Signal wires on met3:
Drawn at 2 px/µm.
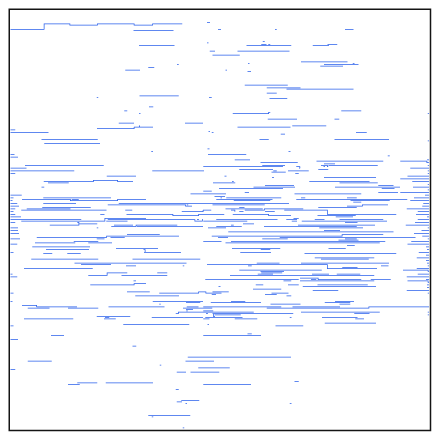
Sizing map:
Drawn at 2 px/µm.
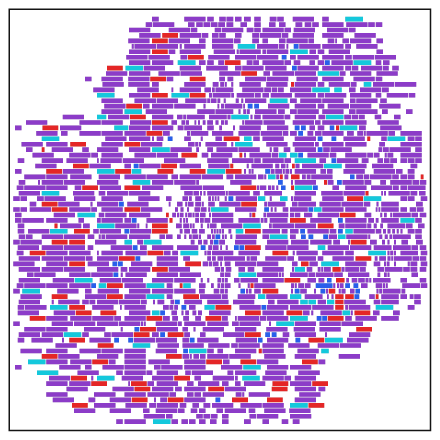
Gate-type map:
Drawn at 2 px/µm.
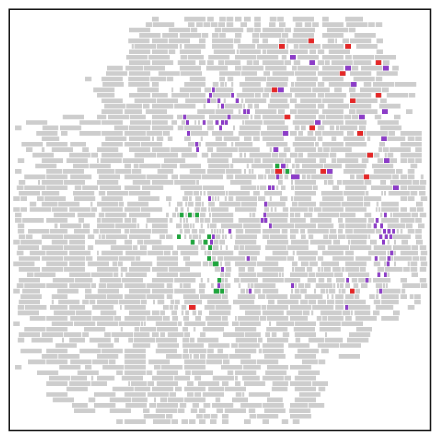
`config.mk`:
```
export PLATFORM = sky130hd
export DESIGN_NAME = branch_pred_queue
export DESIGN_NICKNAME = d
export VERILOG_FILES = /design/src/rtl/bp_pkg.sv /design/src/rtl/branch_pred_queue.sv
export SDC_FILE = /design/constraint.sdc
export NUM_CORES = 1
export LEC_CHECK = 0
export CORE_UTILIZATION = 53
export CTS_CLUSTER_SIZE = 40
export DETAILED_ROUTE_END_ITERATION = 10
export GPL_TIMING_DRIVEN = 0
export HOLD_SLACK_MARGIN = 0.06
export PLACE_DENSITY = 0.77
export SYNTH_ARGS = -nofsm -noshare
export SYNTH_HDL_FRONTEND = slang
export SYNTH_SLANG_ARGS = --single-unit
```
`constraint.sdc`:
```
create_clock -name clk -period 9.8 [get_ports clk]
set_input_delay 1.96 -clock clk [delete_from_list [all_inputs] [get_ports clk]]
set_output_delay 1.96 -clock clk [all_outputs]
set_load 0.01 [all_outputs]
```
`src/rtl/bp_pkg.sv`:
```
// Shared types for the branch prediction queue: entry layout, flush FSM states,
// and instruction size used for fall-through redirect.
package bp_pkg;

    localparam int BPQ_XLEN       = 32;
    localparam int BPQ_INSN_BYTES = 4;

    typedef struct packed {
        logic [BPQ_XLEN-1:0] pc;
        logic                taken;
        logic [BPQ_XLEN-1:0] target;
    } bpq_entry_t;

    typedef enum logic {
        BPQ_RUN   = 1'b0,
        BPQ_FLUSH = 1'b1
    } bpq_state_t;

endpackage

```
`src/rtl/branch_pred_queue.sv`:
```
// In-order queue of in-flight branch predictions between fetch and EX resolution.
// Optional BPQ_STATS_EN adds saturating branch/mispredict counters.
module branch_pred_queue
    import bp_pkg::*;
#(
    parameter int DEPTH = 8,
    parameter int XLEN  = BPQ_XLEN
) (
    input  logic                     clk,
    input  logic                     rst,
    input  logic                     push_en,
    input  logic [XLEN-1:0]          push_pc,
    input  logic                     push_taken,
    input  logic [XLEN-1:0]          push_target,
    output logic                     full,
    output logic                     empty,
    output logic [$clog2(DEPTH):0]   count,
    input  logic                     pop_en,
    input  logic [XLEN-1:0]          ex_pc,
    input  logic                     ex_taken,
    input  logic [XLEN-1:0]          ex_target,
    output logic                     mispredict,
    output logic [XLEN-1:0]          redirect_pc,
    output logic                     train_en,
    output logic                     train_taken,
    output logic                     order_err,
`ifdef BPQ_STATS_EN
    output logic [31:0]              stat_branches,
    output logic [31:0]              stat_mispredicts,
`endif
    output bpq_state_t               state_dbg
);

    localparam int PW = $clog2(DEPTH);

    // Handshake: a push is taken on any clk edge where push_en is high, the queue
    // has room (or a pop frees the head that cycle), the FSM is in RUN and the same
    // cycle is not a mispredicting pop; a pop is taken whenever pop_en is high and
    // the queue is not empty. There is no backpressure beyond full/empty.

    logic [XLEN-1:0] pc_mem_q  [DEPTH];
    logic            tkn_mem_q [DEPTH];
    logic [XLEN-1:0] tgt_mem_q [DEPTH];

    logic [PW:0]     wr_ptr_q, wr_ptr_d, rd_ptr_q, rd_ptr_d;
    logic            mispredict_q, mispredict_d;
    logic [XLEN-1:0] redirect_q, redirect_d;
    logic            train_en_q, train_en_d;
    logic            train_taken_q, train_taken_d;
    logic            order_err_q, order_err_d;
    bpq_state_t      state_q, state_d;

    logic            full_w, empty_w, pop_acc, push_acc, miss;
    logic [XLEN-1:0] head_pc, head_tgt;
    logic            head_taken;

    assign full_w  = (wr_ptr_q[PW] != rd_ptr_q[PW]) && (wr_ptr_q[PW-1:0] == rd_ptr_q[PW-1:0]);
    assign empty_w = (wr_ptr_q == rd_ptr_q);

    always_comb begin
        head_pc    = pc_mem_q[rd_ptr_q[PW-1:0]];
        head_taken = tkn_mem_q[rd_ptr_q[PW-1:0]];
        head_tgt   = tgt_mem_q[rd_ptr_q[PW-1:0]];
        pop_acc    = pop_en && !empty_w;
        miss       = pop_acc && ((head_taken != ex_taken) || (ex_taken && (head_tgt != ex_target)));
        push_acc   = push_en && (!full_w || pop_acc) && (state_q == BPQ_RUN) && !miss;

        rd_ptr_d = rd_ptr_q + (PW+1)'(pop_acc);
        // A mispredict discards every entry younger than the resolving branch.
        wr_ptr_d = miss ? rd_ptr_q + (PW+1)'(1) : wr_ptr_q + (PW+1)'(push_acc);

        mispredict_d  = miss;
        redirect_d    = redirect_q;
        train_taken_d = train_taken_q;
        if (pop_acc) begin
            redirect_d    = ex_taken ? ex_target : ex_pc + XLEN'(BPQ_INSN_BYTES);
            train_taken_d = ex_taken;
        end
        train_en_d  = pop_acc;
        order_err_d = order_err_q || (pop_en && empty_w) || (pop_acc && (head_pc != ex_pc));

        state_d = state_q;
        case (state_q)
            BPQ_RUN:   state_d = miss ? BPQ_FLUSH : BPQ_RUN;
            BPQ_FLUSH: state_d = BPQ_RUN;
            default:   state_d = BPQ_RUN;
        endcase
    end

    always_ff @(posedge clk) begin
        if (push_acc) begin
            pc_mem_q[wr_ptr_q[PW-1:0]]  <= push_pc;
            tkn_mem_q[wr_ptr_q[PW-1:0]] <= push_taken;
            tgt_mem_q[wr_ptr_q[PW-1:0]] <= push_target;
        end
    end

    always_ff @(posedge clk or negedge rst) begin
        if (!rst) begin
            wr_ptr_q      <= '0;
            rd_ptr_q      <= '0;
            mispredict_q  <= 1'b0;
            redirect_q    <= '0;
            train_en_q    <= 1'b0;
            train_taken_q <= 1'b0;
            order_err_q   <= 1'b0;
            state_q       <= BPQ_RUN;
        end else begin
            wr_ptr_q      <= wr_ptr_d;
            rd_ptr_q      <= rd_ptr_d;
            mispredict_q  <= mispredict_d;
            redirect_q    <= redirect_d;
            train_en_q    <= train_en_d;
            train_taken_q <= train_taken_d;
            order_err_q   <= order_err_d;
            state_q       <= state_d;
        end
    end

`ifdef BPQ_STATS_EN
    logic [31:0] stat_br_q, stat_br_d, stat_mp_q, stat_mp_d;

    always_comb begin
        stat_br_d = stat_br_q;
        stat_mp_d = stat_mp_q;
        if (pop_acc && (stat_br_q != '1)) stat_br_d = stat_br_q + 32'd1;
        if (miss && (stat_mp_q != '1))    stat_mp_d = stat_mp_q + 32'd1;
    end

    always_ff @(posedge clk or negedge rst) begin
        if (!rst) begin
            stat_br_q <= '0;
            stat_mp_q <= '0;
        end else begin
            stat_br_q <= stat_br_d;
            stat_mp_q <= stat_mp_d;
        end
    end

    assign stat_branches    = stat_br_q;
    assign stat_mispredicts = stat_mp_q;
`endif

    assign full        = full_w;
    assign empty       = empty_w;
    assign count       = wr_ptr_q - rd_ptr_q;
    assign mispredict  = mispredict_q;
    assign redirect_pc = redirect_q;
    assign train_en    = train_en_q;
    assign train_taken = train_taken_q;
    assign order_err   = order_err_q;
    assign state_dbg   = state_q;

endmodule

```
==> Slide: Implementation Results <==
Synthesis and Place & Route Summary

Run status
  • Status: completed

Yosys
  • Most common cell in the netlist: edfxtp_1
  • # Cells Yosys: 1,207
  • Post-Syn Area per Cell: 19.0 µm²
  • Largest area contributor in the netlist: edfxtp_1
  • Ao+oa area frac: 2.58%
  • Mux area share: 15.4%
  • Post-synth area from yosys stat: 22,900 µm²
  • Dominant cell area share: 68.2%
  • Async SR Flop Fraction: 7.96%
  • Area of the mapped netlist: 22,900 µm²
  • EDFF count, synth: 520
  • Yosys warnings: 0
  • Synth cell types: 38

Worst setup path
  • Crit path capture type: output port
  • Worst Setup Start Kind: register
  • Top Family by Delay on Critical Path: buffers and inverters
  • Kind of critical path: reg2out

Place
  • DPL Wire Length: 41,800 µm
  • GP Congestion: 0.887
  • Post-placement setup slack: 3.94 ns
  • DP Area: 26,100 µm²

Final layout
  • Clock buffers: 70
  • Inverters: 11
  • Fin nets: 1,664
  • Post-Layout Inst Area: 27,800 µm²
  • Bufs w/o clock: 312
  • FILL cells: 2,755
  • Sequential share of cell area: 60.2%
  • ANT cells: 5
  • Clock buffers and inverters, area share: 5.97%
  • Logic cell area: 5880 µm²

Clock tree
  • CTS Buf Count: 54
  • Post-CTS sizing: 0
  • Latency at later pin: 0.62 ns
  • CTS tree: done
  • H-tree lvl count: 2
  • Hold Buf Count CTS: 0

Timing
  • Slew Viols, Final: 0
  • Fin. Hold Viols: 0
  • Slew @ Worst Pin: 1.08 ns
  • Maximum clock rate: 0.161 GHz
  • Hold slack: 0.448 ns
  • Final period utilization: 63.3%
  • Setup-failing EPs final: 0
  • Setup TNS: 0 ns

Power
  • Tot Pwr: 7660 µW
  • LEAKAGE: 0.00961 µW

Detailed routing
  • M1 WL: 22,000 µm
  • Number of nets with antenna violations after routing: 0
  • DR top layer: met5
  • Vias: 12,780
  • Vias/cell: 5.96
  • Initial drt markers: 1,333

Global routing
  • GRT met1 Usage: 35.9%
  • Busiest metal layer after global routing: met2
  • GRT met2 Usage: 41.8%
  • Vias in the first global route: 12,756
  • Largest net degree at the start of global routing: 30
  • Initial antenna violation count: 7

Floorplanning
  • Core Box Area: 42,300 µm²
  • Site Rows: 75
  • I/O pins: 177
  • Fp_density: 54.1%
  • Die y size: 210 µm
## Picture notes: 'signal wires on met3'
longest straight run: 84.9 µm
wire length on this layer: 5,600 µm

## Picture notes: 'sizing map'
legend:
  red:
    size: drive 2
    cells: 129
    most_used: mux4_2
  blue:
    size: drive 3 to 4
    cells: 72
    most_used: buf_4
  purple:
    size: drive 1 or less
    cells: 1,276
    most_used: edfxtp_1
  cyan:
    size: drive 6 and up
    cells: 87
    most_used: clkbuf_16

## Picture notes: 'gate-type map'
legend:
  purple:
    family: inverting AOI/OAI gates
    cells: 75
    most_used: o21ai_0
  red:
    family: AND-OR and OR-AND gates
    cells: 17
    most_used: a22o_1
  green:
    family: AND and OR gates
    cells: 15
    most_used: and3_1
    where: center
Layout Cells excl Fill: 2,146
Top cell excl fill/tap: edfxtp_1
Comb/total area: 21.2%

## final timing paths
check,from,endpoint,slack (ns),cells after the start
worst max-delay path,rd_ptr_q[2],empty,3.60,7
worst min-delay path,state_dbg,state_dbg,0.45,1
worst max register to register,rd_ptr_q[2],tgt_mem_q[7][15],4.20,12
worst min register to register,state_dbg,state_dbg,0.45,1
max in group asynchronous,rst,redirect_pc[11],8.01,2
min in group asynchronous,rst,train_en,1.26,1
## power by group
group,internal (µW),switching (µW)
logic,1200,1400
clock network,1110,866
registers,2960,131
total,5260,2400
## registers in the layout (all words and copies together) (netlist names)
register	cells
wr_ptr_q	4
train_taken	1
tgt_mem_q	256
order_err	1
tkn_mem_q	8
pc_mem_q	256
state_dbg	1
redirect_pc	32
rd_ptr_q	4
mispredict	1
train_en	1
No activity file was given, so power comes from the tool's default toggle rates.
